$ cat config.mk
export PLATFORM = sky130hd
export DESIGN_NAME = alu_wb
export DESIGN_NICKNAME = d
export VERILOG_FILES = /design/src/rtl/alu_wb.sv
export SDC_FILE = /design/constraint.sdc
export NUM_CORES = 1
export LEC_CHECK = 0
export CORE_MARGIN = 3
export CORE_UTILIZATION = 40
export DETAILED_ROUTE_END_ITERATION = 10
export HOLD_SLACK_MARGIN = 0.06
export PLACE_DENSITY = 0.69
export SLEW_MARGIN = 5
export SYNTH_ARGS = -nofsm -noshare
export SYNTH_HDL_FRONTEND = slang
export SYNTH_SLANG_ARGS = --single-unit
$ cat constraint.sdc
create_clock -name clk -period 6.5 [get_ports clk]
set_input_delay 1.3 -clock clk [delete_from_list [all_inputs] [get_ports clk]]
set_output_delay 1.3 -clock clk [all_outputs]
set_load 0.02 [all_outputs]
$ cat src/rtl/alu_wb.sv
// Writeback stage behind the 4-bit ALU: queues each valid result in a small FIFO
// and keeps the HI/LO multiply registers, sticky add/sub flags and a result counter.
module alu_wb #(
    parameter int DEPTH = 4,
    parameter int W     = 4
) (
    input  logic         clk,
    input  logic         rst,
    input  logic         in_valid,
    output logic         in_ready,
    input  logic [3:0]   aluop,
    input  logic [W-1:0] y0,
    input  logic [W-1:0] y1,
    input  logic [1:0]   ov,
    output logic         out_valid,
    input  logic         out_ready,
    output logic [3:0]   out_aluop,
    output logic [W-1:0] out_y0,
    output logic [W-1:0] out_y1,
    output logic [1:0]   out_ov,
    output logic [W-1:0] hi,
    output logic [W-1:0] lo,
    output logic         flag_ovf,
    output logic         flag_carry,
    input  logic         clr_flags,
    output logic [7:0]   op_count
);

    localparam int AW = $clog2(DEPTH);

    localparam logic [3:0] OP_MULTU = 4'b1001;
    localparam logic [3:0] OP_MULT  = 4'b1010;
    localparam logic [3:0] OP_ADD   = 4'b1011;
    localparam logic [3:0] OP_SUB   = 4'b1100;

    typedef logic [AW:0] ptr_t;

    typedef struct packed {
        logic [3:0]   op;
        logic [W-1:0] y1;
        logic [W-1:0] y0;
        logic [1:0]   ov;
    } entry_t;

    entry_t       mem_q [DEPTH];
    ptr_t         wr_ptr_q, wr_ptr_d;
    ptr_t         rd_ptr_q, rd_ptr_d;
    logic [W-1:0] hi_q, lo_q;
    logic         ovf_q, ovf_d;
    logic         carry_q, carry_d;
    logic [7:0]   count_q, count_d;

    logic   full, empty, push, pop, mul_push, flag_push;
    entry_t head;

    // Both sides use valid/ready: a transfer happens on a rising edge where valid
    // and ready are both high. in_ready is !full (no bypass when full), out_valid
    // is !empty, and the head entry is presented combinationally from rd_ptr.
    assign empty = (wr_ptr_q == rd_ptr_q);
    assign full  = (wr_ptr_q[AW-1:0] == rd_ptr_q[AW-1:0]) && (wr_ptr_q[AW] != rd_ptr_q[AW]);
    assign push  = in_valid && !full;
    assign pop   = out_ready && !empty;

    assign mul_push  = push && ((aluop == OP_MULTU) || (aluop == OP_MULT));
    assign flag_push = push && ((aluop == OP_ADD) || (aluop == OP_SUB));

    assign head = empty ? '0 : mem_q[rd_ptr_q[AW-1:0]];

    always_comb begin
        wr_ptr_d = push ? wr_ptr_q + ptr_t'(1) : wr_ptr_q;
        rd_ptr_d = pop  ? rd_ptr_q + ptr_t'(1) : rd_ptr_q;
        count_d  = push ? count_q + 8'd1 : count_q;
        // A flag-setting push in the same cycle as a clear takes priority.
        ovf_d    = (clr_flags ? 1'b0 : ovf_q)   | (flag_push & ov[1]);
        carry_d  = (clr_flags ? 1'b0 : carry_q) | (flag_push & ov[0]);
    end

    always_ff @(posedge clk or posedge rst) begin
        if (rst) begin
            for (int i = 0; i < DEPTH; i++) begin
                mem_q[i] <= '0;
            end
            wr_ptr_q <= '0;
            rd_ptr_q <= '0;
            hi_q     <= '0;
            lo_q     <= '0;
            ovf_q    <= 1'b0;
            carry_q  <= 1'b0;
            count_q  <= '0;
        end else begin
            if (push) begin
                mem_q[wr_ptr_q[AW-1:0]] <= {aluop, y1, y0, ov};
            end
            if (mul_push) begin
                hi_q <= y1;
                lo_q <= y0;
            end
            wr_ptr_q <= wr_ptr_d;
            rd_ptr_q <= rd_ptr_d;
            ovf_q    <= ovf_d;
            carry_q  <= carry_d;
            count_q  <= count_d;
        end
    end

    assign in_ready   = !full;
    assign out_valid  = !empty;
    assign out_aluop  = head.op;
    assign out_y0     = head.y0;
    assign out_y1     = head.y1;
    assign out_ov     = head.ov;
    assign hi         = hi_q;
    assign lo         = lo_q;
    assign flag_ovf   = ovf_q;
    assign flag_carry = carry_q;
    assign op_count   = count_q;

endmodule

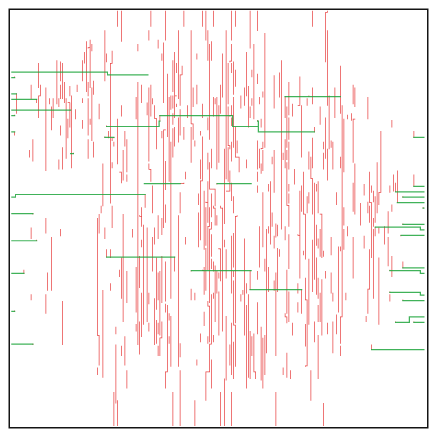
(images/layers.png)
Scale: 4 px per micron. Only two layers are drawn.
legend:
  red:
    layer: M2
    wire_length: 3,510 microns
  green:
    layer: M3
    wire_length: 353 microns
GRT Total Usage: 14.7%
vias: 2,124

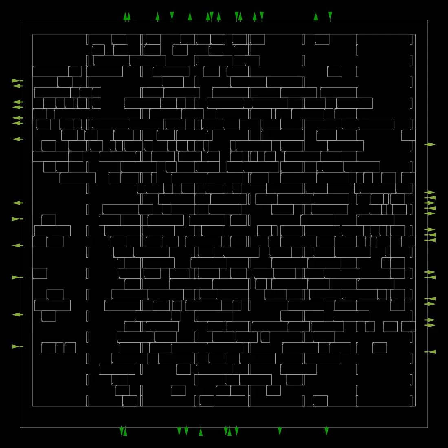
(images/placed.png)
well tap count: 129
final-layout fill cell count: 809

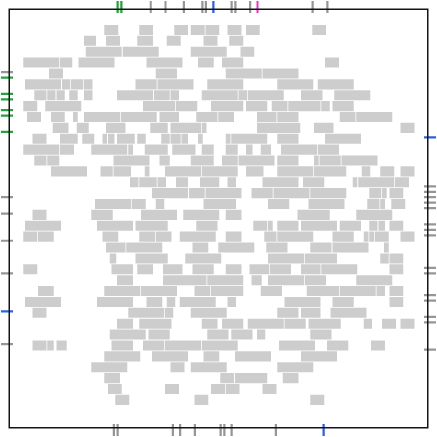
(images/pinout.png)
Scale: 4 px per micron. Pins as bars across the die edge, other pins in grey.
legend:
  green:
    port: op_count
    pins: 8
    direction: output
    edge: 6 west, 2 north
  blue:
    port: hi
    pins: 4
    direction: output
    edge: 1 north, 1 east, 1 south, 1 west
  magenta:
    port: out_ready
    pins: 1
    direction: input
    edge: north
all pins by edge: 16 east, 14 north, 13 west, 10 south

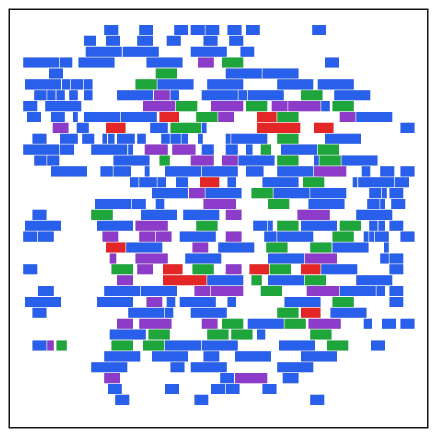
(images/sizing.png)
Scale: 4 px per micron.
legend:
  blue:
    size: x1 and smaller
    cells: 203
    most_used: dfrtp_1
  red:
    size: x6 and larger
    cells: 12
    most_used: clkbuf_8
  green:
    size: x3 and x4
    cells: 44
    most_used: mux2_4
  purple:
    size: x2
    cells: 41
    most_used: mux2_2

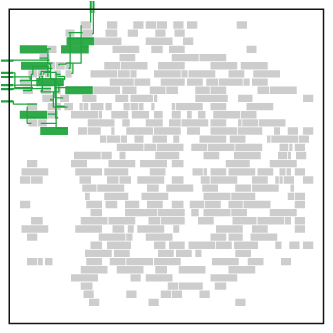
(images/port_trees.png)
Scale: 3 px per micron.
legend:
  green:
    port: op_count
    direction: output
    end_cells: 8
    buffers: 8
    wire: 302 microns
I/O pin count: 53
Buffers on Ports: 52

==> flow_summary.ini <==
; flow metrics
[floorplanning]
die_area_sq_um = 10900
die_h_microns = 104
rows = 35

[timing]
post-route-period-util_pct = 64.9

[route]
drt.antenna.violating_nets = 0
route.layer.met1.wl_microns = 3440
drc = 0
routed_wl_microns = 7370

[worst_setup_path]
worstReg2RegEnd = mem_q[43]
path_class = register to output pin
worstPathArrival_ns = 2.92
crit_family = simple AND/OR/NAND/NOR gates
startpoint = rd_ptr_q[1]

[power_and_ir_drop]
clock_power_mw = 0.405
pg_comb_mw = 1.44
power_frac_comb_pct = 52.0
p_per_area_nw_per_um2 = 594

[finish]
design_area_sq_um = 4650
mostFrequentLayoutCell = dfrtp_1
largest_class = flip-flops and latches
area.sequential_sq_um = 2000
lay_top_cells = dfrtp_1 (80), clkdlybuf4s50_1 (52), mux2_4 (39), mux2_2 (22), and2_1 (18)
post-route-util_pct = 49.8

[clock_tree]
htreeDepth = 3
cts_hold_buf = 0

[logic_synthesis]
synth_cells = 245
xor_area_share_pct = 3.98
edf_count = 0
yosys_area_sq_um = 3860
ys_sh_adder_pct = 1.94

[placed_design]
globalplace.congestion = 0.718

[run_status]
status = finished, final reports clean

[global_route]
grt_pass1_vias = 2289
